--- src/rtl/data_hamming_enc_fifo_pkg.sv ---
// Shared definitions for the 25-bit Hamming-protected region-readout word:
// field positions, parity masks and the parity helper.
package data_hamming_enc_fifo_pkg;

  localparam int unsigned DATA_W = 20;
  localparam int unsigned PAR_W  = 5;
  localparam int unsigned CODE_W = 25;
  localparam int unsigned TOT_W  = 4;

  localparam int unsigned LEFT_TOT_T_LSB  = 0;
  localparam int unsigned LEFT_TOT_B_LSB  = 4;
  localparam int unsigned RIGHT_TOT_T_LSB = 8;
  localparam int unsigned RIGHT_TOT_B_LSB = 12;
  localparam int unsigned LEFT_NEI_T_BIT  = 16;
  localparam int unsigned LEFT_NEI_B_BIT  = 17;
  localparam int unsigned RIGHT_NEI_T_BIT = 18;
  localparam int unsigned RIGHT_NEI_B_BIT = 19;

  localparam logic [TOT_W-1:0] EMPTY_TOT = 4'hF;

  // p1 deliberately leaves out data bit 17 to stay bit-exact with the receive checker
  localparam logic [DATA_W-1:0] P0_MASK = 20'hAAD5B;
  localparam logic [DATA_W-1:0] P1_MASK = 20'h1366D;
  localparam logic [DATA_W-1:0] P2_MASK = 20'h3C78E;
  localparam logic [DATA_W-1:0] P3_MASK = 20'hC07F0;
  localparam logic [DATA_W-1:0] P4_MASK = 20'hFF800;

  typedef logic [DATA_W-1:0] dataWord_t;
  typedef logic [CODE_W-1:0] codeWord_t;

  function automatic logic [PAR_W-1:0] calcParity(input dataWord_t d);
    return {^(d & P4_MASK), ^(d & P3_MASK), ^(d & P2_MASK),
            ^(d & P1_MASK), ^(d & P0_MASK)};
  endfunction

endpackage

--- src/rtl/data_hamming_enc_fifo_if.sv ---
// Region word input stream and protected word output stream.
interface data_hamming_enc_fifo_if;
  import data_hamming_enc_fifo_pkg::*;

  logic             InValid;
  logic             InReady;
  logic             InLeft_NeiT;
  logic             InLeft_NeiB;
  logic             InRight_NeiT;
  logic             InRight_NeiB;
  logic [TOT_W-1:0] InLeft_TotT;
  logic [TOT_W-1:0] InLeft_TotB;
  logic [TOT_W-1:0] InRight_TotT;
  logic [TOT_W-1:0] InRight_TotB;
  logic             OutValid;
  logic             OutReady;
  codeWord_t        OutWord;

  modport master (
    output InValid, InLeft_NeiT, InLeft_NeiB, InRight_NeiT, InRight_NeiB,
           InLeft_TotT, InLeft_TotB, InRight_TotT, InRight_TotB, OutReady,
    input  InReady, OutValid, OutWord
  );

  modport slave (
    input  InValid, InLeft_NeiT, InLeft_NeiB, InRight_NeiT, InRight_NeiB,
           InLeft_TotT, InLeft_TotB, InRight_TotT, InRight_TotB, OutReady,
    output InReady, OutValid, OutWord
  );
endinterface

--- src/rtl/data_hamming_enc_fifo_hamming_enc25.sv ---
// Pure combinational pack of one region's ToT/neighbour fields into 20 data bits
// plus 5 parity bits.
module hamming_enc25
  import data_hamming_enc_fifo_pkg::*;
(
  input  logic             leftNeiT,
  input  logic             leftNeiB,
  input  logic             rightNeiT,
  input  logic             rightNeiB,
  input  logic [TOT_W-1:0] leftTotT,
  input  logic [TOT_W-1:0] leftTotB,
  input  logic [TOT_W-1:0] rightTotT,
  input  logic [TOT_W-1:0] rightTotB,
  output codeWord_t        codeWord
);

  dataWord_t dataWord;

  always_comb begin
    dataWord = '0;
    dataWord[LEFT_TOT_T_LSB  +: TOT_W] = leftTotT;
    dataWord[LEFT_TOT_B_LSB  +: TOT_W] = leftTotB;
    dataWord[RIGHT_TOT_T_LSB +: TOT_W] = rightTotT;
    dataWord[RIGHT_TOT_B_LSB +: TOT_W] = rightTotB;
    dataWord[LEFT_NEI_T_BIT]  = leftNeiT;
    dataWord[LEFT_NEI_B_BIT]  = leftNeiB;
    dataWord[RIGHT_NEI_T_BIT] = rightNeiT;
    dataWord[RIGHT_NEI_B_BIT] = rightNeiB;
    codeWord = {calcParity(dataWord), dataWord};
  end

endmodule

--- src/rtl/data_hamming_enc_fifo.sv ---
// Transmit side of the region-readout word: encode, optional empty-word drop,
// one-shot error injection, small output FIFO and saturating word/drop counters.
module data_hamming_enc_fifo
  import data_hamming_enc_fifo_pkg::*;
#(
  parameter int unsigned FIFO_DEPTH = 2,
  parameter bit          DROP_EMPTY = 1'b1,
  parameter int unsigned CNT_W      = 16
) (
  input  logic                    Clk,
  input  logic                    Reset,
  data_hamming_enc_fifo_if.slave  bus,
  input  logic                    InjArm,
  input  logic [4:0]              InjBit,
  output logic                    InjDone,
  output logic [CNT_W-1:0]        WordCount,
  output logic [CNT_W-1:0]        DropCount
);

  localparam int unsigned PTR_W = (FIFO_DEPTH > 1) ? $clog2(FIFO_DEPTH) : 1;
  localparam logic [PTR_W:0] DEPTH_C = (PTR_W + 1)'(FIFO_DEPTH);

  codeWord_t        mem [FIFO_DEPTH];
  logic [PTR_W-1:0] wrPtr;
  logic [PTR_W-1:0] rdPtr;
  logic [PTR_W:0]   count;

  codeWord_t  encWord;
  codeWord_t  flipMask;
  codeWord_t  pushWord;
  logic       accept;
  logic       emptyWord;
  logic       push;
  logic       pop;
  logic       injArmed;
  logic [4:0] injBitQ;
  logic       effArmed;
  logic [4:0] effBit;

  hamming_enc25 uEnc (
    .leftNeiT  (bus.InLeft_NeiT),
    .leftNeiB  (bus.InLeft_NeiB),
    .rightNeiT (bus.InRight_NeiT),
    .rightNeiB (bus.InRight_NeiB),
    .leftTotT  (bus.InLeft_TotT),
    .leftTotB  (bus.InLeft_TotB),
    .rightTotT (bus.InRight_TotT),
    .rightTotB (bus.InRight_TotB),
    .codeWord  (encWord)
  );

  assign bus.InReady  = !Reset && (count < DEPTH_C);
  assign bus.OutValid = (count != '0);
  assign bus.OutWord  = mem[rdPtr];

  always_comb begin
    accept    = bus.InValid && bus.InReady;
    emptyWord = DROP_EMPTY
                && (bus.InLeft_TotT  == EMPTY_TOT) && (bus.InLeft_TotB  == EMPTY_TOT)
                && (bus.InRight_TotT == EMPTY_TOT) && (bus.InRight_TotB == EMPTY_TOT)
                && !bus.InLeft_NeiT && !bus.InLeft_NeiB
                && !bus.InRight_NeiT && !bus.InRight_NeiB;
    push      = accept && !emptyWord;
    pop       = (count != '0) && bus.OutReady;

    // An arm arriving together with a push applies to that push
    effArmed  = injArmed || InjArm;
    effBit    = InjArm ? InjBit : injBitQ;
    flipMask  = '0;
    if (effArmed && (effBit < 5'(CODE_W))) begin
      flipMask[effBit] = 1'b1;
    end
    pushWord  = encWord ^ flipMask;
    InjDone   = push && effArmed;
  end

  always_ff @(posedge Clk or posedge Reset) begin
    if (Reset) begin
      wrPtr <= '0;
      rdPtr <= '0;
      count <= '0;
      for (int unsigned i = 0; i < FIFO_DEPTH; i++) begin
        mem[i] <= '0;
      end
    end else begin
      if (push) begin
        mem[wrPtr] <= pushWord;
        wrPtr      <= wrPtr + PTR_W'(1);
      end
      if (pop) begin
        rdPtr <= rdPtr + PTR_W'(1);
      end
      if (push && !pop) begin
        count <= count + (PTR_W + 1)'(1);
      end else if (!push && pop) begin
        count <= count - (PTR_W + 1)'(1);
      end
    end
  end

  always_ff @(posedge Clk or posedge Reset) begin
    if (Reset) begin
      injArmed <= 1'b0;
      injBitQ  <= '0;
    end else if (push && effArmed) begin
      injArmed <= 1'b0;
    end else if (InjArm) begin
      injArmed <= 1'b1;
      injBitQ  <= InjBit;
    end
  end

  always_ff @(posedge Clk or posedge Reset) begin
    if (Reset) begin
      WordCount <= '0;
      DropCount <= '0;
    end else begin
      if (push && (WordCount != '1)) begin
        WordCount <= WordCount + CNT_W'(1);
      end
      if (accept && emptyWord && (DropCount != '1)) begin
        DropCount <= DropCount + CNT_W'(1);
      end
    end
  end

endmodule

--- src/flat_wrapper.sv ---
// flat-port wrapper written by rule: the top's interface ports become plain ports
module data_hamming_enc_fifo_flat import data_hamming_enc_fifo_pkg::*;
#(
  parameter int unsigned FIFO_DEPTH = 2,
  parameter bit          DROP_EMPTY = 1'b1,
  parameter int unsigned CNT_W      = 16
)
  (Clk, Reset, InjArm, InjBit, InjDone, WordCount, DropCount, bus_InValid, bus_InLeft_NeiT, bus_InLeft_NeiB, bus_InRight_NeiT, bus_InRight_NeiB, bus_InLeft_TotT, bus_InLeft_TotB, bus_InRight_TotT, bus_InRight_TotB, bus_OutReady, bus_InReady, bus_OutValid, bus_OutWord);
  data_hamming_enc_fifo_if bus_i ();
  input  logic Clk;
  input  logic Reset;
  input  logic InjArm;
  input  logic [4:0] InjBit;
  output logic InjDone;
  output logic [CNT_W-1:0] WordCount;
  output logic [CNT_W-1:0] DropCount;
  input wire logic [$bits(bus_i.InValid)-1:0] bus_InValid;
  input wire logic [$bits(bus_i.InLeft_NeiT)-1:0] bus_InLeft_NeiT;
  input wire logic [$bits(bus_i.InLeft_NeiB)-1:0] bus_InLeft_NeiB;
  input wire logic [$bits(bus_i.InRight_NeiT)-1:0] bus_InRight_NeiT;
  input wire logic [$bits(bus_i.InRight_NeiB)-1:0] bus_InRight_NeiB;
  input wire logic [$bits(bus_i.InLeft_TotT)-1:0] bus_InLeft_TotT;
  input wire logic [$bits(bus_i.InLeft_TotB)-1:0] bus_InLeft_TotB;
  input wire logic [$bits(bus_i.InRight_TotT)-1:0] bus_InRight_TotT;
  input wire logic [$bits(bus_i.InRight_TotB)-1:0] bus_InRight_TotB;
  input wire logic [$bits(bus_i.OutReady)-1:0] bus_OutReady;
  output wire logic [$bits(bus_i.InReady)-1:0] bus_InReady;
  output wire logic [$bits(bus_i.OutValid)-1:0] bus_OutValid;
  output wire logic [$bits(bus_i.OutWord)-1:0] bus_OutWord;
  assign bus_i.InValid = bus_InValid;
  assign bus_i.InLeft_NeiT = bus_InLeft_NeiT;
  assign bus_i.InLeft_NeiB = bus_InLeft_NeiB;
  assign bus_i.InRight_NeiT = bus_InRight_NeiT;
  assign bus_i.InRight_NeiB = bus_InRight_NeiB;
  assign bus_i.InLeft_TotT = bus_InLeft_TotT;
  assign bus_i.InLeft_TotB = bus_InLeft_TotB;
  assign bus_i.InRight_TotT = bus_InRight_TotT;
  assign bus_i.InRight_TotB = bus_InRight_TotB;
  assign bus_i.OutReady = bus_OutReady;
  assign bus_InReady = bus_i.InReady;
  assign bus_OutValid = bus_i.OutValid;
  assign bus_OutWord = bus_i.OutWord;
  data_hamming_enc_fifo #(.FIFO_DEPTH(FIFO_DEPTH), .DROP_EMPTY(DROP_EMPTY), .CNT_W(CNT_W)) u_core (.Clk(Clk), .Reset(Reset), .bus(bus_i), .InjArm(InjArm), .InjBit(InjBit), .InjDone(InjDone), .WordCount(WordCount), .DropCount(DropCount));
endmodule
--- config.mk ---
export PLATFORM = sky130hd
export DESIGN_NAME = data_hamming_enc_fifo_flat
export DESIGN_NICKNAME = d
export VERILOG_FILES = /design/src/rtl/data_hamming_enc_fifo_pkg.sv /design/src/rtl/data_hamming_enc_fifo_if.sv /design/src/rtl/data_hamming_enc_fifo_hamming_enc25.sv /design/src/rtl/data_hamming_enc_fifo.sv /design/src/flat_wrapper.sv
export SDC_FILE = /design/constraint.sdc
export NUM_CORES = 1
export LEC_CHECK = 0
export CORE_UTILIZATION = 50
export CTS_BUF_LIST = sky130_fd_sc_hd__clkbuf_4 sky130_fd_sc_hd__clkbuf_8
export DETAILED_ROUTE_END_ITERATION = 10
export PLACE_DENSITY_LB_ADDON = 0.3
export SYNTH_ARGS = -nofsm -noshare
export SYNTH_HDL_FRONTEND = slang
export SYNTH_SLANG_ARGS = --single-unit
--- constraint.sdc ---
create_clock -name Clk -period 3.89 [get_ports Clk]
set_input_delay 0.5835 -clock Clk [delete_from_list [all_inputs] [get_ports Clk]]
set_output_delay 0.5835 -clock Clk [all_outputs]
set_load 0.05 [all_outputs]
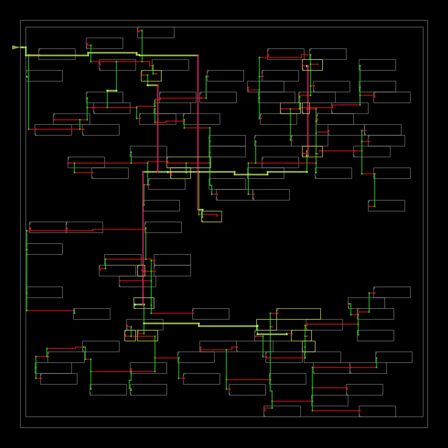
**Above:** the clock network.
clk ins delay skew pair: 370 ps
Clk power: 718 µW
CTS Buf Count: 9
Clock buffer cells: 10

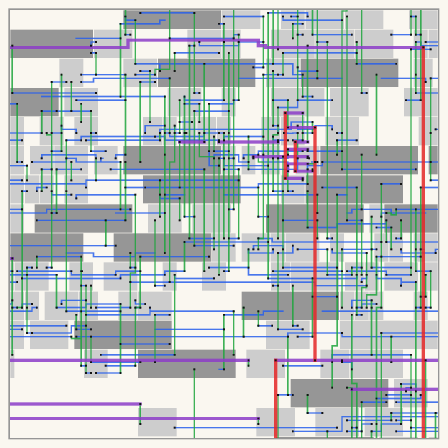
**Above:** a small window of the routed layout.
Region (6, 57) to (46, 97) µm. Cells in gray, sequential cells in the stronger gray; small squares are vias.
layer	color
metal 2	green
metal 1	blue
metal 3	purple
metal 4	red
sequential cells in the window	17
netlist names of flops here include	`u_core.WordCount` (14)
cells with their middle in the window	104
most frequent	dfrtp_1 (17), clkdlybuf4s50_1 (14), nor2_1 (11)

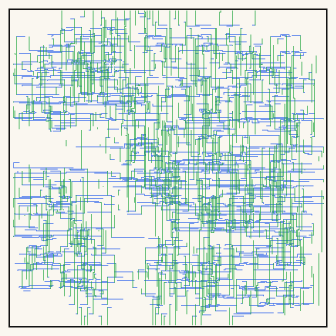
**Above:** routed metal, one color a layer.
Only two layers are drawn.
layer	color	wire length
metal 2	green	5550 µm
metal 1	blue	4960 µm

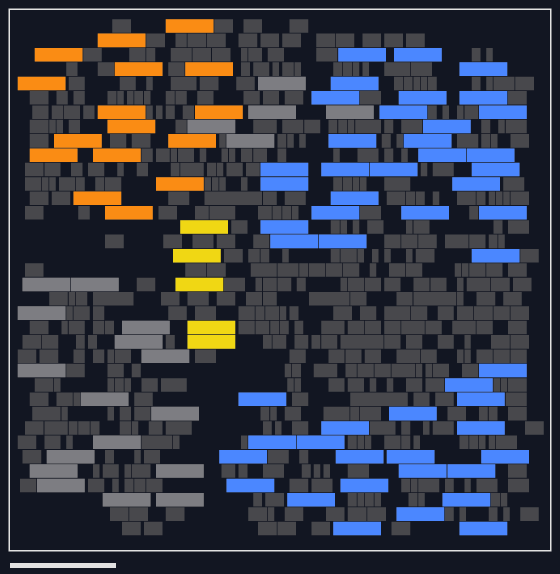
**Above:** where the registers sit.
Bar = 20 µm. Other sequential cells in the stronger gray, the rest of the logic in the fainter gray.
name in the netlist	color	sequential cells
`u_core.injBitQ`	yellow	5
`u_core.WordCount`	orange	16
`u_core.mem`	blue	50
not colored	21

==> results.cfg <==
; implementation run metrics
[yosys]
fp_nets = 534
yosysCellCount = 493
top_cells_by_count = dfrtp_1 (92), nand2_1 (67), xnor2_1 (64)
yosys.cell_types.count = 48

[placed_design]
gp_congestion = 0.900
hpwlAfterDp_um = 8120
dp_slack_ps = 267
io_buffers = 89

[worst_setup_path]
arrival_ps = 3060
crit_family = buffers and inverters
path_depth = 7
r2r_slack_ps = 1410
crit_end = InjDone

[outcome]
status = finished, final reports clean

[power_and_ir_drop]
power.total_uw = 4340
p_clk_share_pct = 16.5
power.static_leakage_uw = 0.00268

[finish]
comb_share_pct = 41.4
max_flop_register = u_core.mem
nets = 623
layout_top_cell = dfrtp_1
final_core_util_pct = 63.9
largest_register_ffs = 50
reg_top3 = u_core.mem (50), u_core.DropCount (16), u_core.WordCount (16)
logic_gates = 375
logic_area_um2 = 2580

[floorplan]
chipArea_um2 = 10500
die_h_um = 102
core_um2 = 9770
die_x_um = 102

[timing]
slew_headroom_pct = 46.3
skew_ps = 13.6
rsz0062_at_grt = no

[global_route]
antenna_found_initial = 0
grt-busiest-layer = met2
first_global_vias = 3802
grt_use_met2_pct = 39.6

[hold_path]
hold_path_end = u_core.mem[1]$_DFFE_PP0P_

[clock_tree]
post_cts_buffers = 0
Power is estimated from default activity; no workload was simulated.
